### The metal 2 layer

Scale: 4 px per µm.
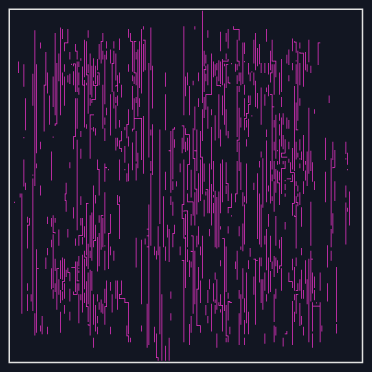
### Clock routing

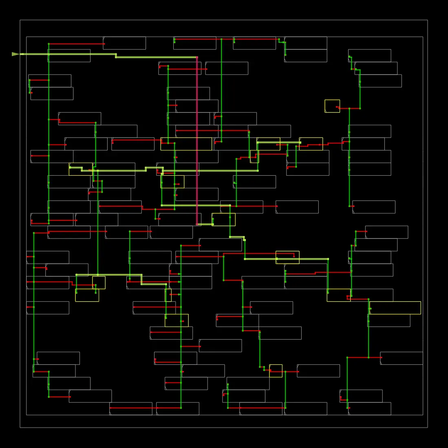
### PDN straps and rails

Scale: 4 px per µm. Pins as bars on the die edge.
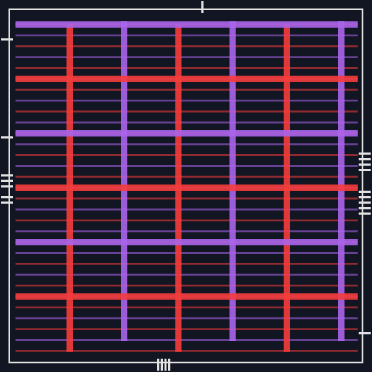
==> config.mk <==
export PLATFORM = sky130hd
export DESIGN_NAME = btn_move_decoder_flat
export DESIGN_NICKNAME = d
export VERILOG_FILES = /design/src/rtl/btn_move_decoder_if.sv /design/src/rtl/btn_move_decoder.sv /design/src/flat_wrapper.sv
export SDC_FILE = /design/constraint.sdc
export NUM_CORES = 1
export LEC_CHECK = 0
export CAP_MARGIN = 20
export CORE_UTILIZATION = 60
export CTS_CLUSTER_DIAMETER = 40
export CTS_CLUSTER_SIZE = 30
export DETAILED_ROUTE_END_ITERATION = 12
export GPL_ROUTABILITY_DRIVEN = 0
export HOLD_SLACK_MARGIN = 0.02
export PLACE_DENSITY_LB_ADDON = 0.25
export SLEW_MARGIN = 10
export SYNTH_ARGS = -nofsm -noshare
export SYNTH_HDL_FRONTEND = slang
export SYNTH_HIERARCHICAL = 1
export SYNTH_SLANG_ARGS = --single-unit
export TNS_END_PERCENT = 10
==> constraint.sdc <==
create_clock -name clk -period 5.6 [get_ports clk]
set_clock_uncertainty 0.2 [all_clocks]
set_input_delay 1.12 -clock clk [delete_from_list [all_inputs] [get_ports clk]]
set_output_delay 1.12 -clock clk [all_outputs]
set_load 0.03 [all_outputs]
==> qor.csv <==
metric,value,unit
inverter count,18,
number of non-clock buffers,22,
Slowest cell on crit path,fa_1,
Worst-path clk slew,0.09,ns
"Registers, synthesis",92,
leakage,2.13,nW
Seq pwr share,0.569,
Post-Synth Adder-Cell Area,0.0401,
Main logic family,simple AND/OR/NAND/NOR gates,
Yosys cell types,39,
"Data arrival, critical path",3.79,ns
DRT iter0 DRCs,180,
Max transition margin,0.577,
largest stage delay on the critical path,0.48,ns
PortBufs,21,
Register Area,2300,µm²
post-route ant nets,0,
DRT Pass-1 Iters,5,
Yosys top cell by area,dfrtp_1,
YS chip area,4430,µm²
syn_area_per_cell,10.7,µm²
Synth Net Count,434,
switching power total,0.259,mW
ys cells,414,
asr flop ratio synth,1.00,
"Simple Share, Synth",0.233,
Commonest flop,dfrtp_1,
largest net degree at the start of global routing,55,
Cell Int Power,0.938,mW
Setup Viol. Count Final,0,
FILL cells,531,
I/O pin cnt,22,
CTS tree,done,
critical-path maximum fanout,6,
worst path cell trace,nor2b_1 -> fa_1 -> ha_1 -> ha_1 -> inv_1 -> ha_1 -> inv_1 -> a211oi_1 -> xor2_1 -> ha_1 -> and2b_1 -> o21ai_0 -> mux2_2,
Final Critical Period,3.76,ns
critical path type,flop to flop,
Worst EP required,5.63,ns
combinational share of cell area,0.408,
sequential power,0.681,mW
post-detail-place hpwl,5220,µm
global-route wire length before repair,13300,µm
Worst Setup End Kind,flop,
well tap count,96,
Crit path buffers/inverters,2,
Top cell excl fill/tap,dfrtp_1,
Post-Synth AOI/OAI Area,0.0392,
XOR/XNOR share of the synthesized area,0.115,
Yosys top cell by instances,dfrtp_1,
postcts setup bufs,0,
DR WL/cell,14.0,µm
Latency at later pin,0.35,ns
multi-input gates,300,
H-tree depth,3,
Pwr Density,242,nW/µm²
startpoint types,flop,
flop2flop setup slack,1.84,ns
count of tool warnings,27,
Max clock buf depth,2,
# clock sinks,92,
final net count,463,
P&R area growth vs syn,11.4,%
DP Cell Count,528,
Comb area,2020,µm²
synth cell count leaders,"dfrtp_1 (92), nor2_1 (67), xnor2_1 (41)",
GRT overflow,0,
initial antenna violation count,0,
Layout Utilization,0.707,
CTS root buf,clkbuf_8,
Core ar.,6980,µm²
Slew Limit Fails,0,
Cell area leaders,"dfrtp_1 (52%), xnor2_1 (8.1%), nor2_1 (5.7%)",
drt via density,5.59,
Comb pwr share,0.033,
Final Hold Fails,0,
n_diodes,0,
post-synthesis mux area share,0.0282,
worst hold path class,flop to flop,
NonClk Buf Share,0.0436,
Hold Buf Count CTS,0,
warnings from Yosys,6,
Pre-Place Util,0.635,
Clk. pwr,0.476,mW
Post-CTS Resized,0,
die area,7730,µm²
RSZ-0062 raised after global routing,false,
Top cell area share,0.519,
share of layout cells above drive strength 1,0.109,
Netlist Area Pre-Place,4430,µm²
cells after synthesis,414,
Max-cap violations,0,
number of flip-flops in the largest register,64,
vias in the first global route,2845,
Max power group,sequential cells,
Max-area cell class,registers,
Post-synth EDFFs,0,
outcome,finished clean,
Comb. pwr,0.0396,mW
Switching Share,0.216,
Seq area share,0.466,
total CTS buffers,9,
hold path cells,0,
Remaining DRCs,0,
Crit. path cell count,13,
Tightest Pin Transition,0.635,ns
Top Layout Cells,"dfrtp_1 (92), nor2_1 (67), xnor2_1 (41)",
Most Frequent Cell on Critical Path,ha_1,
f_max,0.266,GHz
Rows,30,
gr usage total,0.226,
"Seq share, synth",0.519,
post-layout period usage,0.672,
worst r2r path cells,13,
setup TNS,0,ns
Clock Network Area Fraction,0.0438,
Clock power frac,0.398,
Non-Filler Instances,544,
Worst path top cell family by delay,adder cells,
## Picture notes: 'The metal 2 layer'
main direction: vertical
nets with wire on the layer: 383
wire length on this layer: 3560 µm
longest straight run: 38.8 µm
share of all routed wire: 47%
Post-Route WL: 7620 µm
met2 Use GR: 0.342
DR vias: 3042

## Picture notes: 'Clock routing'
registers: 92
CLK BUF: 10

## Picture notes: 'PDN straps and rails'
| net | color |
|---|---|
| VSS | red |
| VDD | purple |
met1 rails: 31
rows: 30
maximum vdd drop: 0.229 mV
die height: 87.9 µm
Die Wd: 87.9 µm

## per-stage QoR
| stage | power, mW | area [µm²] | hold slack [ns] | worst slack, ns |
|---|---|---|---|---|
| floorplan | 0.714 | 4430 | 0.131 | 1.94 |
| global placement | 0.734 | 4720 | 0.132 | 2.05 |
| detailed placement | 0.735 | 4720 | 0.136 | 1.83 |
| CTS | 1.21 | 4940 | 0.157 | 1.80 |
| global route | 1.25 | 4940 | 0.161 | 1.51 |
| finish | 1.20 | 4940 | 0.156 | 1.84 |
## layer usage
layer / vias to the layer above / wire [µm] / track usage
met3: 2 / 385 / 0.0641
met1: 1461 / 3640 / 0.322
met2: 87 / 3560 / 0.342
met5: - / 0 / 0
met4: 0 / 36 / 0.0581
li1: 1492 / - / -
Power and IR drop assume default switching activity.
